==> config.mk <==
export PLATFORM = sky130hd
export DESIGN_NAME = instruction_fetch_unit_flat
export DESIGN_NICKNAME = d
export VERILOG_FILES = /design/src/rtl/instruction_fetch_unit_pkg.sv /design/src/rtl/instruction_fetch_unit_if.sv /design/src/rtl/instruction_fetch_unit_if_id_reg.sv /design/src/rtl/instruction_fetch_unit.sv /design/src/flat_wrapper.sv
export SDC_FILE = /design/constraint.sdc
export NUM_CORES = 1
export LEC_CHECK = 0
export ABC_AREA = 1
export CORE_ASPECT_RATIO = 1.1
export CORE_UTILIZATION = 54
export CTS_CLUSTER_SIZE = 40
export DETAILED_ROUTE_END_ITERATION = 10
export HOLD_SLACK_MARGIN = 0.08
export PLACE_DENSITY = 0.87
export SLEW_MARGIN = 15
export SYNTH_ARGS = -nofsm -noshare
export SYNTH_HDL_FRONTEND = slang
export SYNTH_HIERARCHICAL = 1
export SYNTH_SLANG_ARGS = --single-unit
export TNS_END_PERCENT = 1
==> constraint.sdc <==
create_clock -name clk -period 5.3 [get_ports clk]
set_clock_uncertainty 0.2 [all_clocks]
set_input_delay 0.795 -clock clk [delete_from_list [all_inputs] [get_ports clk]]
set_output_delay 0.795 -clock clk [all_outputs]
set_load 0.01 [all_outputs]
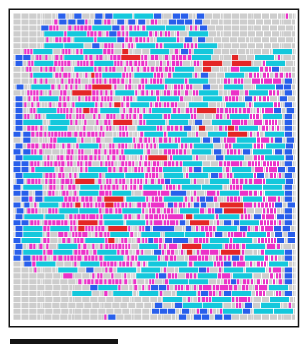
(run_1/placement_by_type.png)
The bar under the picture is 50 um long. Fill, decap, tap and diode cells in grey.
legend:
  magenta:
    class: combinational and other logic
    cells: 1101
    share_of_their_area: 41%
  red:
    class: clock drivers and dummy loads
    cells: 32
    share_of_their_area: 4.8%
  cyan:
    class: sequential cells
    cells: 191
    share_of_their_area: 40%
  blue:
    class: remaining buffers and delay cells
    cells: 176
    share_of_their_area: 15%
Placement Rows: 52
core area: 0.0184 mm2
Final Util: 67.4%
Design Area, Final: 0.0124 mm2

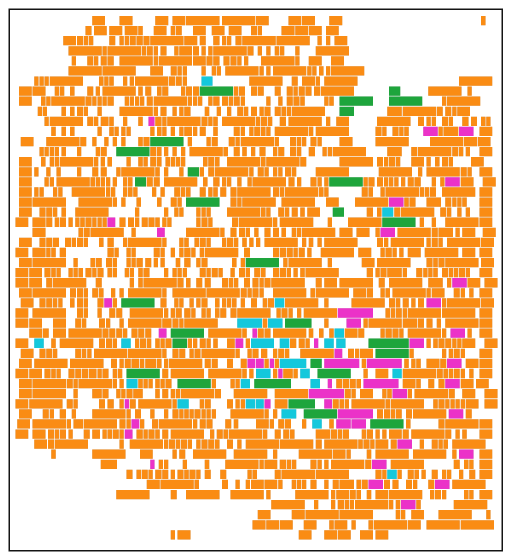
(run_1/sizes.png)
legend:
  green:
    size: _6 and larger
    cells: 28
    share: 1.9%
    most_used: clkbuf_16
  cyan:
    size: _3 and _4 cells
    cells: 25
    share: 1.7%
    most_used: buf_4
  magenta:
    size: _2 cells
    cells: 48
    share: 3.2%
    most_used: mux2_2
  orange:
    size: _0 and _1 cells
    cells: 1399
    share: 93%
    most_used: nand2_1
Worst Slack Setup Final: 1780 ps
Area growth syn-to-layout: 22.6%
Non-clk bufs: 176

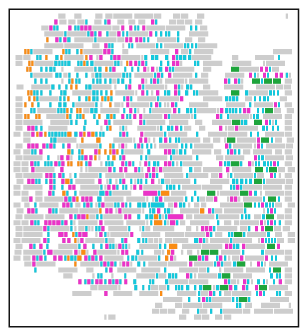
(run_1/logic_types.png)
legend:
  cyan:
    family: nand cells
    cells: 584
    where: spread over the die
  orange:
    family: nor cells
    cells: 81
  magenta:
    family: aoi and oai cells
    cells: 279
    where: spread over the die
  green:
    family: mux cells
    cells: 32
    where: a column on the right
most numerous logic cell after layout: nand2_1
fin cells: 1743
logic share of the area: 36.5%

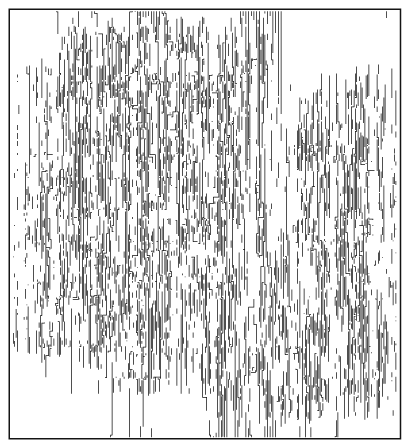
(run_1/layer_met2.png)
main direction: vertical
wire length on this layer: 12600 um
nets with wire on the layer: 1266
share of all routed wire: 46%
routed vias: 9747
met2 usage: 45.4%
Routed WL: 27.1 mm

==> metrics.yaml <==
status:
  status: "complete, no violations"
power_and_ir_drop:
  power_density_mw_per_mm2: 504
  comb_power_share_pct: 41.2
  clock_power_mw: 1.25
  p_int_mw: 3.77
  p_sw_share_pct: 39.7
  switchingPower_mw: 2.49
  p_leak_nw: 5.74
  top_power_group: "combinational logic"
  power.share.sequential_pct: 38.7
  p_seq_mw: 2.42
  pg_comb_mw: 2.58
  peakVddDrop_mv: 0.279
  p_clk_share_pct: 20.1
layout:
  inv_count: 119
  combGateArea_mm2: 0.00453
  drive_above_1_share_pct: 6.73
  final_cell_mix: "487 x nand2_1, 197 x o21ai_0, 185 x dfrtp_1, 161 x clkdlybuf4s50_1, 110 x inv_1"
  n_fill_cell: 1503
  comb_cells: 982
  num-nets-final: 1557
  clkbuf_count: 17
  final-nonclk-buf-share_pct: 14.3
  seq_cells: 191
  ff_latch_area_mm2: 0.00479
  dominant-cell-class: "flip-flops and latches"
  n_antenna_cell: 0
  seq_area_share_pct: 38.6
  clkCellAreaFrac_pct: 4.65
synth:
  synth.distinct_cells: 34
  synth-edff-count: 0
  ys.flops: 191
  async_flop_share_pct: 100
  ys_seq_share_pct: 47.3
  synthCells: 1374
  yosysCellCount: 1374
  synth_area_mm2: 0.0101
  avgSynthCellArea_um2: 7.37
  ys.flop_type: "dfrtp_1"
  yosys_warnings: 6
  synth_chip_area_mm2: 0.0101
sta:
  rsz0062_at_grt: "no"
  slew_headroom_pct: 24.9
  setup_violations: 0
  hold_viol: 0
  finalCritPeriodShare_pct: 66.5
  fmax_mhz: 284
  period_needed_ps: 3520
  worst_pin_slew_ps: 1130
  setup_tns_ps: 0
  drv_slew: 0
clock_tree:
  cts-htree-levels: 4
  path_clk_slew_ps: 70
  cts-buffers-inserted: 17
  cts_root_buf: "clkbuf_16"
  cts_tree: "done"
  postCtsSetupRepairBufs: 0
  ctsResizeCount: 0
  cts_hold_buf: 0
  cts_buffer_depth: 2
  clkSinkCount: 191
  clkLatencyLatePin_ps: 430
flow_run:
  cap_violations: 0
  warnings: 30
worst_setup_path:
  crit_type: "in2reg"
  startpoint_type: "input pin"
  required_ps: 5410
  worstRegToRegCells: 8
  critPathMaxFanout: 42
  arrival_ps: 3630
  endpoint_kind: "flop"
  ff2ff_setup_slack_ps: 2380
routing:
  drtIter0Drc: 1135
  first_pass_iters: 5
  ant_nets: 0
  viasPerCell: 5.59
  post_drt_wl_per_cell_um: 15.5
  drc: 0
floorplan:
  die_h_um: 146
  dieArea_mm2: 0.0193
  tap_cells: 243
  pin_count: 167
  die_w_um: 133
  fp_util_pct: 55.0
placement:
  gp_congestion: 0.914
  placed_area_mm2: 0.0118
  dp_hpwl_mm: 18.1
  io_buffers: 162
grt:
  grt_pass1_vias: 9025
  grt_pass1_wl_mm: 44.3
  grt_use_total_pct: 28.6
  antenna_found_initial: 0
  grt_max_degree: 127
  overflow: 0
hold_path:
  hp-class: "reg2reg"
  hold_depth: 2
## run 1: per-layer routing
| metal | wire length [um] | track usage (%) | vias to the layer above | part of all wire [%] |
|---|---|---|---|---|
| met5 | 0 | 0 | - | 0 |
| met4 | 609 | 9.83 | 0 | 2.2 |
| met3 | 2360 | 5.15 | 53 | 8.7 |
| met2 | 12600 | 45.4 | 516 | 46 |
| met1 | 11500 | 39.7 | 4557 | 43 |
| li1 | - | - | 4621 | - |
## run 1: synthesized netlist by cell type (all sizes together), types with 2 or more instances
cell,count,share of area [%]
a22oi,2,0.15
nand2,491,18
nand3,91,4.6
and2,2,0.12
nor3,6,0.30
clkbuf,35,1.3
dfstp,6,1.6
dfrtp,185,46
mux2,32,3.6
a21oi,25,1.2
o211ai,2,0.15
buf,48,2.7
inv,119,4.4
o21ai,245,12
o22ai,2,0.12
nor2,75,3.0
## run 1: metrics by stage
stage	setup slack (ps)	total power, mW	hold WS (ps)	instances	utilization, %
4_1_cts	1570	6.23	274	1742	67.3
3_3_place_gp	1450	4.84	252	1710	64.1
6_report	1780	6.25	274	1743	67.4
3_5_place_dp	1350	4.94	257	1710	64.1
2_1_floorplan	269	3.85	253	1375	-
5_1_grt	1550	6.68	285	1743	67.4
## run 1: worst max-delay path, cell delays in order
cell and delay, ps:
clkdlybuf4s50_1 390, buf_4 260, inv_2 100, buf_4 410
nand2_1 240, inv_2 560, nand2_2 570, nand2_1 200
nand2_1 80
## run 1: logic make-up after synthesis
logic type                 count (synthesis)  synth area share (%)
adders and majority gates                  1                 0.123
DFF                                      191                  47.3
AOI/OAI and AO/OA                        279                  14.1
muxes                                     32                  3.56
other                                      1                0.0370
buffers and inverters                    202                  8.39
xor gates and xnor gates                   1                0.0865
and+or+nand+nor                          667                  26.5
Power is estimated from default activity; no workload was simulated.
